==> src/rtl/async_fifo_out_stream.sv <==
// Read-side control of the dual-clock FIFO: synchronises the write pointer into rclk,
// owns the gray read pointer and presents popped words as a registered FWFT valid/ready stream.

module util_reset_sync (
    input  logic clk_i,
    input  logic arst_ni,
    input  logic scan_mode_i,
    output logic rst_no
);

    logic [1:0] sync_q;
    logic [1:0] sync_d;

    always_comb begin
        sync_d = {sync_q[0], 1'b1};
    end

    always_ff @(posedge clk_i or negedge arst_ni) begin
        if (!arst_ni) begin
            sync_q <= 2'b00;
        end else begin
            sync_q <= sync_d;
        end
    end

    // Scan takes the raw pin so test can control reset directly.
    assign rst_no = scan_mode_i ? arst_ni : sync_q[1];

endmodule

module util_sync #(
    parameter int unsigned WIDTH = 1
) (
    input  logic             clk_i,
    input  logic             rst_ni,
    input  logic [WIDTH-1:0] d_i,
    output logic [WIDTH-1:0] q_o
);

    logic [WIDTH-1:0] meta_q;
    logic [WIDTH-1:0] meta_d;
    logic [WIDTH-1:0] stable_q;
    logic [WIDTH-1:0] stable_d;

    always_comb begin
        meta_d   = d_i;
        stable_d = meta_q;
    end

    always_ff @(posedge clk_i or negedge rst_ni) begin
        if (!rst_ni) begin
            meta_q   <= '0;
            stable_q <= '0;
        end else begin
            meta_q   <= meta_d;
            stable_q <= stable_d;
        end
    end

    assign q_o = stable_q;

endmodule

module async_fifo_out_stream #(
    parameter int unsigned DATA_WIDTH          = 16,
    parameter int unsigned ADDR_WIDTH          = 3,
    parameter int unsigned ALMOST_EMPTY_BUFFER = 2
) (
    input  logic                  rclk_i,
    input  logic                  aresetn_i,
    input  logic                  scan_mode_i,
    input  logic [ADDR_WIDTH:0]   wr_ptr_i,
    input  logic [DATA_WIDTH-1:0] rdata_i,
    output logic [ADDR_WIDTH:0]   rd_ptr_o,
    input  logic                  rready_i,
    output logic                  rvalid_o,
    output logic [DATA_WIDTH-1:0] rdata_o,
    output logic                  rempty_o,
    output logic                  ralmost_empty_o,
    output logic [ADDR_WIDTH:0]   rlevel_o
);

    localparam int unsigned PW = ADDR_WIDTH + 1;

    logic          rst_n;
    logic [PW-1:0] rsync_wr_ptr;

    logic [PW-1:0]         rbin_q,   rbin_d;
    logic [PW-1:0]         rd_ptr_q, rd_ptr_d;
    logic                  rvalid_q, rvalid_d;
    logic [DATA_WIDTH-1:0] rdata_q,  rdata_d;

    logic          rempty_c;
    logic          pop_c;
    logic [PW-1:0] rlevel_c;
    logic          ralmost_empty_c;

    function automatic logic [PW-1:0] gray2bin(input logic [PW-1:0] g);
        logic [PW-1:0] b;
        b[PW-1] = g[PW-1];
        for (int i = int'(PW) - 2; i >= 0; i--) begin
            b[i] = b[i+1] ^ g[i];
        end
        return b;
    endfunction

    util_reset_sync u_rst_sync (
        .clk_i       (rclk_i),
        .arst_ni     (aresetn_i),
        .scan_mode_i (scan_mode_i),
        .rst_no      (rst_n)
    );

    util_sync #(
        .WIDTH (PW)
    ) u_wr_ptr_sync (
        .clk_i  (rclk_i),
        .rst_ni (rst_n),
        .d_i    (wr_ptr_i),
        .q_o    (rsync_wr_ptr)
    );

    // Status decodes straight from registers; level may legitimately reach full depth.
    always_comb begin
        rempty_c        = (rd_ptr_q == rsync_wr_ptr);
        rlevel_c        = gray2bin(rsync_wr_ptr) - rbin_q;
        ralmost_empty_c = (32'(rlevel_c) <= ALMOST_EMPTY_BUFFER);
        pop_c           = ~rempty_c & (~rvalid_q | rready_i);
    end

    always_comb begin
        rbin_d   = rbin_q;
        rvalid_d = rvalid_q;
        rdata_d  = rdata_q;
        if (pop_c) begin
            rbin_d   = rbin_q + PW'(1);
            rvalid_d = 1'b1;
            rdata_d  = rdata_i;
        end else if (rready_i) begin
            rvalid_d = 1'b0;
        end
        rd_ptr_d = rbin_d ^ (rbin_d >> 1);
    end

    always_ff @(posedge rclk_i or negedge rst_n) begin
        if (!rst_n) begin
            rbin_q   <= '0;
            rd_ptr_q <= '0;
            rvalid_q <= 1'b0;
            rdata_q  <= '0;
        end else begin
            rbin_q   <= rbin_d;
            rd_ptr_q <= rd_ptr_d;
            rvalid_q <= rvalid_d;
            rdata_q  <= rdata_d;
        end
    end

    assign rd_ptr_o        = rd_ptr_q;
    assign rvalid_o        = rvalid_q;
    assign rdata_o         = rdata_q;
    assign rempty_o        = rempty_c;
    assign ralmost_empty_o = ralmost_empty_c;
    assign rlevel_o        = rlevel_c;

endmodule
==> config.mk <==
export PLATFORM = sky130hd
export DESIGN_NAME = async_fifo_out_stream
export DESIGN_NICKNAME = d
export VERILOG_FILES = /design/src/rtl/async_fifo_out_stream.sv
export SDC_FILE = /design/constraint.sdc
export NUM_CORES = 1
export LEC_CHECK = 0
export ABC_CLOCK_PERIOD_IN_PS = 7100
export CELL_PAD_IN_SITES_DETAIL_PLACEMENT = 1
export CELL_PAD_IN_SITES_GLOBAL_PLACEMENT = 1
export CORE_AREA = 5 5 70 72
export DETAILED_ROUTE_END_ITERATION = 8
export DIE_AREA = 0 0 75 77
export GPL_ROUTABILITY_DRIVEN = 1
export PLACE_DENSITY = 0.89
export SYNTH_ARGS = -nofsm -noshare
export SYNTH_HDL_FRONTEND = slang
export SYNTH_SLANG_ARGS = --single-unit
==> constraint.sdc <==
create_clock -name rclk_i -period 7.1 [get_ports rclk_i]
set_clock_uncertainty 0.1 [all_clocks]
set_input_delay 1.42 -clock rclk_i [delete_from_list [all_inputs] [get_ports rclk_i]]
set_output_delay 1.42 -clock rclk_i [all_outputs]
set_load 0.05 [all_outputs]
==> impl_metrics.csv, run 1 <==
group,metric,value,unit
outcome,outcome,"complete, no violations",
cells_and_area,largest_reg_flops,16,
pwr,leakage,0.961,nW
cts,cts_tree,"yes",
grt,grt.total_usage,0.146,
cells_and_area,comb_area_share,0.289,
grt,grt_busiest_layer,"met2",
yosys,yosys_cells,109,
grt,antenna_found_initial,0,
grt,grt_pass1_vias,1299,
cells_and_area,nNetsFinal,192,
setup_path,cp_max_fo,3,
setup_path,rrSetupSlack,4970,ps
worst_hold_path,hold_end,"u_wr_ptr_sync.q_o[3]",
yosys,edf_count,0,
cells_and_area,logic_area,629,um2
setup_path,crit_slowest_cell,"clkdlybuf4s50_1",
cts,clkTransAtPathRegs,70,ps
yosys,syn_area_per_cell,14.3,um2
sta,hold_viol_final,0,
setup_path,cp_data_arrival_time,3230,ps
cells_and_area,nMultiInputCombCells,63,
yosys,topCombFamilyByArea,"multiplexers",
cts,root_buffer,"clkbuf_8",
grt,grt_max_degree,33,
grt,use_met2,0.256,
sta,finalClockPeriodUsage,0.669,
setup_path,cp_top_family,"buffers and inverters",
pwr,powerComb,0.654,mW
yosys,mux_area_frac,0.180,
sta,tns,0,ps
sta,clock.fmax,211,MHz
placed_design,dp_hpwl,2910,um
setup_path,critical_path_required,5580,ps
yosys,yosys.area.top_type,"dfrtp_1",
floorplanning,row_count,24,
pwr,internal-power,0.580,mW
yosys,synth_seq_share,0.545,
sta,finalSetupViolCount,0,
worst_hold_path,min_path_type,"flip-flop to flip-flop",
sta,min_period,4750,ps
cells_and_area,mostFrequentLayoutCells,"clkdlybuf4s50_1 (50), dfrtp_1 (34), mux2_4 (15), inv_1 (8), xor2_1 (7)",
cells_and_area,top_area_cell_class,"flip-flops and latches",
placed_design,port_buffers,50,
yosys,synth_nets,138,
grt,met3_usage,0.0601,
route,top_layer,"met4",
setup_path,cpMostUsedCell,"xor2_1",
route,wl_met2,2070,um
route,wl_met3,276,um
floorplanning,core,4230,um2
route,antenna_left,0,
yosys,ys_sh_aoi,0.0361,
yosys,ys_sh_adder,0.0449,
cells_and_area,clock_area_frac,0.0437,
cts,clock-sinks,34,
pwr,pwr-share-seq,0.273,
grt,use_met1,0.150,
yosys,synth_chip_area,1560,um2
floorplanning,ios,51,
-- run 1: worst max-delay path by stage --
stage / cells past startpoint / slack, ps / end / start
2_1_floorplan: 7 / 2310 / ralmost_empty_o / u_wr_ptr_sync.q_o[2]
3_3_place_gp: 8 / 2780 / ralmost_empty_o / u_wr_ptr_sync.q_o[2]
3_5_place_dp: 8 / 2610 / ralmost_empty_o / u_wr_ptr_sync.q_o[2]
4_1_cts: 8 / 2290 / ralmost_empty_o / u_wr_ptr_sync.q_o[2]
5_1_grt: 9 / 2060 / ralmost_empty_o / u_wr_ptr_sync.q_o[2]
6_report: 8 / 2350 / ralmost_empty_o / u_wr_ptr_sync.q_o[2]
-- run 1: cells by family (layout without fill, tap and decap cells) --
logic type / count (synthesis) / after routing
AOI/OAI and AO/OA: 7 / 7
xor gates and xnor gates: 14 / 14
adders and majority gates: 5 / 5
buffers and inverters: 12 / 67
DFF: 34 / 34
muxes: 20 / 20
other: 1 / 1
and+or+nand+nor: 16 / 16
-- run 1: metrics by stage --
stage | power (mW) | cell area (um2) | hold slack (ps) | setup slack [ps]
floorplan | 0.762 | 1560 | 231 | 2310
global placement | 0.928 | 2080 | 238 | 2780
detailed placement | 0.962 | 2080 | 240 | 2610
CTS | 1.12 | 2180 | 257 | 2290
global route | 1.17 | 2180 | 259 | 2060
finish | 1.10 | 2180 | 256 | 2350
-- run 1: synth_stat cells, types with 2 or more instances --
library cell and instances:
nand2_1 5, mux2_1 3, xnor2_1 6, buf_6 2, xor2_1 7, dfrtp_1 34
inv_1 8, ha_1 4, nand4_1 3, mux2_4 15, nor2b_1 3
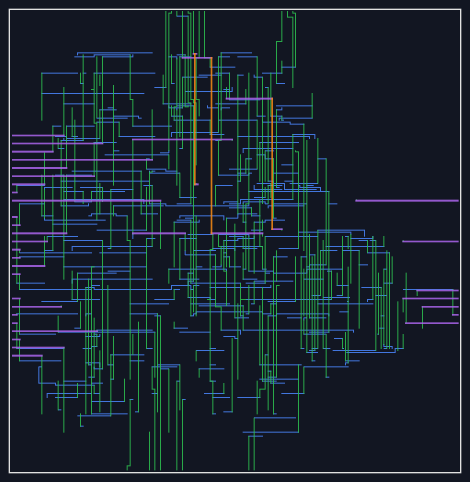
Figure 1: run 1, wiring by layer.
Drawn at 6 px/um.
legend:
  purple:
    layer: met3
    wire_length: 276 um
  blue:
    layer: met1
    wire_length: 1340 um
  orange:
    layer: met4
    wire_length: 72.8 um
  green:
    layer: met2
    wire_length: 2070 um

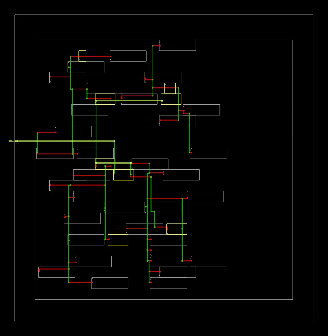
Figure 2: run 1, clock routing.
layout clock buffer count: 6
Clk. pwr: 0.145 mW

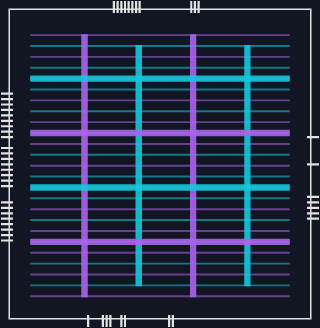
Figure 3: run 1, power grid.
Drawn at 4 px/um. Pins as bars on the die edge.
legend:
  purple:
    net: VSS
  cyan:
    net: VDD
met1 rails: 25
met4 straps: 4
met5 straps: 4
rows: 24
Die X-Extent: 75 um
chip height: 77 um

==> run 2: changes to the inputs <==
==> config.mk (replaced) <==
export PLATFORM = sky130hd
export DESIGN_NAME = async_fifo_out_stream
export DESIGN_NICKNAME = d
export VERILOG_FILES = /design/src/rtl/async_fifo_out_stream.sv
export SDC_FILE = /design/constraint.sdc
export NUM_CORES = 1
export LEC_CHECK = 0
export ABC_CLOCK_PERIOD_IN_PS = 4100
export CELL_PAD_IN_SITES_DETAIL_PLACEMENT = 1
export CELL_PAD_IN_SITES_GLOBAL_PLACEMENT = 1
export CORE_AREA = 5 5 76 78
export DETAILED_ROUTE_END_ITERATION = 8
export DIE_AREA = 0 0 81 83
export GPL_ROUTABILITY_DRIVEN = 1
export PLACE_DENSITY = 0.8
export SYNTH_ARGS = -nofsm -noshare
export SYNTH_HDL_FRONTEND = slang
export SYNTH_SLANG_ARGS = --single-unit
==> constraint.sdc (replaced) <==
create_clock -name rclk_i -period 4.1 [get_ports rclk_i]
set_clock_uncertainty 0.1 [all_clocks]
set_input_delay 0.82 -clock rclk_i [delete_from_list [all_inputs] [get_ports rclk_i]]
set_output_delay 0.82 -clock rclk_i [all_outputs]
set_load 0.05 [all_outputs]
==> run 2 against run 1 <==
  * Largest cell class unchanged
  * Synthesized cell count unchanged
  * Synthesized area unchanged
  * Total power rose by 76%
==> impl_metrics.csv, run 2 <==
group,metric,value,unit
outcome,outcome,"complete, no violations",
floorplanning,fp.dieH,83,um
sta,clock.fmax,260,MHz
cells_and_area,logic_area,636,um2
pwr,powerComb,1.13,mW
grt,use_met1,0.134,
cts,cts_tree,"yes",
sta,min_period,3850,ps
cells_and_area,nNetsFinal,192,
yosys,edf_count,0,
worst_hold_path,min_path_type,"flip-flop to flip-flop",
yosys,synth_chip_area,1560,um2
cts,clock-sinks,34,
pwr,leakage,0.991,nW
placed_design,dpl_worst_slack,346,ps
sta,finalSetupViolCount,0,
pwr,finalPower,1.93,mW
grt,grt_max_degree,33,
sta,tns,0,ps
yosys,mux_area_frac,0.180,
grt,grt_pass1_vias,1224,
grt,use_met2,0.193,
yosys,yosys.area.top_type,"dfrtp_1",
route,antenna_left,0,
sta,fin_ws,248,ps
sta,finalClockPeriodUsage,0.940,
cells_and_area,largest_reg_flops,16,
pwr,pwr-share-seq,0.264,
floorplanning,row_count,26,
cts,clkTransAtPathRegs,70,ps
floorplanning,core,5010,um2
setup_path,cp_max_fo,3,
yosys,topCombFamilyByArea,"multiplexers",
yosys,ys_sh_adder,0.0449,
pwr,pg_clk,0.290,mW
cells_and_area,mostFrequentLayoutCells,"clkdlybuf4s50_1 (47), dfrtp_1 (34), mux2_4 (15), inv_1 (8), clkbuf_8 (8)",
yosys,synth_nets,138,
sta,hold_viol_final,0,
yosys,ys_sh_aoi,0.0361,
grt,met3_usage,0.0433,
[run 2: cell counts after synthesis]
Identical to the previous run, type by type.
[run 2: layout make-up]
| type | count | share of cell area |
|---|---|---|
| well taps | 70 | 0.0394 |
| repair buffers | 51 | 0.229 |
| clock buffers | 8 | 0.0495 |
| multi-input cells | 63 | 0.286 |
| inverters | 8 | 0.0135 |
| flip-flops and latches | 34 | 0.382 |
[run 2: timing repair]
action | in CTS | in global routing
gates resized | 0 | 2
setup endpoints to repair | 0 | 2
hold buffers | 0 | 0
[run 2: final timing paths]
| path | start | endpoint | slack [ps] |
|---|---|---|---|
| setup / recovery | u_wr_ptr_sync.q_o[2] | rlevel_o[1] | 250 |
| hold / removal | u_wr_ptr_sync.meta_q[0] | u_wr_ptr_sync.q_o[0] | 250 |
| setup reg to reg | rbin_q[3] | rd_ptr_o[0] | 2020 |
| hold reg to reg | u_wr_ptr_sync.meta_q[0] | u_wr_ptr_sync.q_o[0] | 250 |
| max in group asynchronous | aresetn_i | rdata_o[4] | 2300 |
| min in group asynchronous | u_rst_sync.sync_q[1] | u_wr_ptr_sync.meta_q[3] | 360 |
[run 2: per-layer routing]
layer | vias up | share of wire
met5 | - | 0
met4 | 0 | 0.010
met3 | 5 | 0.068
met2 | 38 | 0.52
met1 | 530 | 0.40
li1 | 472 | -
[run 2: cell families (layout without fill, tap and decap cells)]
group	Yosys count	in the layout
muxes	20	20
other	1	1
DFF	34	34
xor gates and xnor gates	14	14
buffers and inverters	12	67
AOI/OAI and AO/OA	7	7
and+or+nand+nor	16	16
adders and majority gates	5	5
[run 2: critical path, cell delays in order (launching register included)]
cell and delay, ps:
dfrtp_1 400, xor2_1 190, xnor2_1 340, xor2_1 180, ha_1 210, fa_1 420, inv_1 90, clkdlybuf4s50_1 810
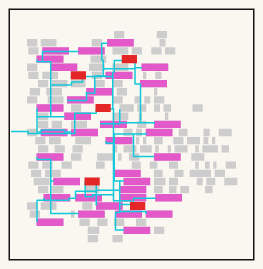
Figure 4: run 2, clock wires, drivers and flops.
Drawn at 3 px/um.
legend:
  red:
    item: cells driving clock nets
    count: 5
  magenta:
    item: flip-flops
    count: 34
  cyan:
    item: clock wires
    length: 477 um
routed clock nets: 6

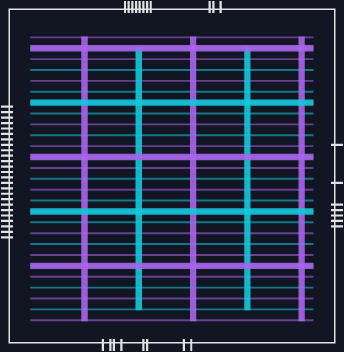
Figure 5: run 2, power grid.
Drawn at 4 px/um. Pins as bars on the die edge.
legend:
  purple:
    net: VSS
  cyan:
    net: VDD
met1 rails: 27
rows: 26
met5 straps: 5
signal pins: 51

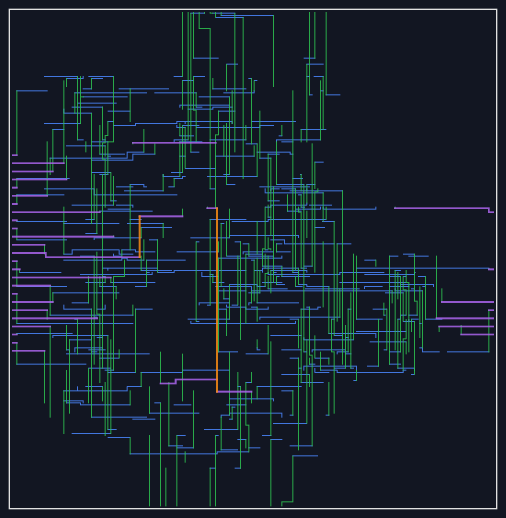
Figure 6: run 2, wiring by layer.
Drawn at 6 px/um.
legend:
  green:
    layer: met2
    wire_length: 1850 um
  blue:
    layer: met1
    wire_length: 1450 um
  orange:
    layer: met4
    wire_length: 37.4 um
  purple:
    layer: met3
    wire_length: 245 um
via count: 1045
routed len/inst: 15.3 um
Total Routing Usage GR: 0.115

Power and IR drop assume default switching activity.
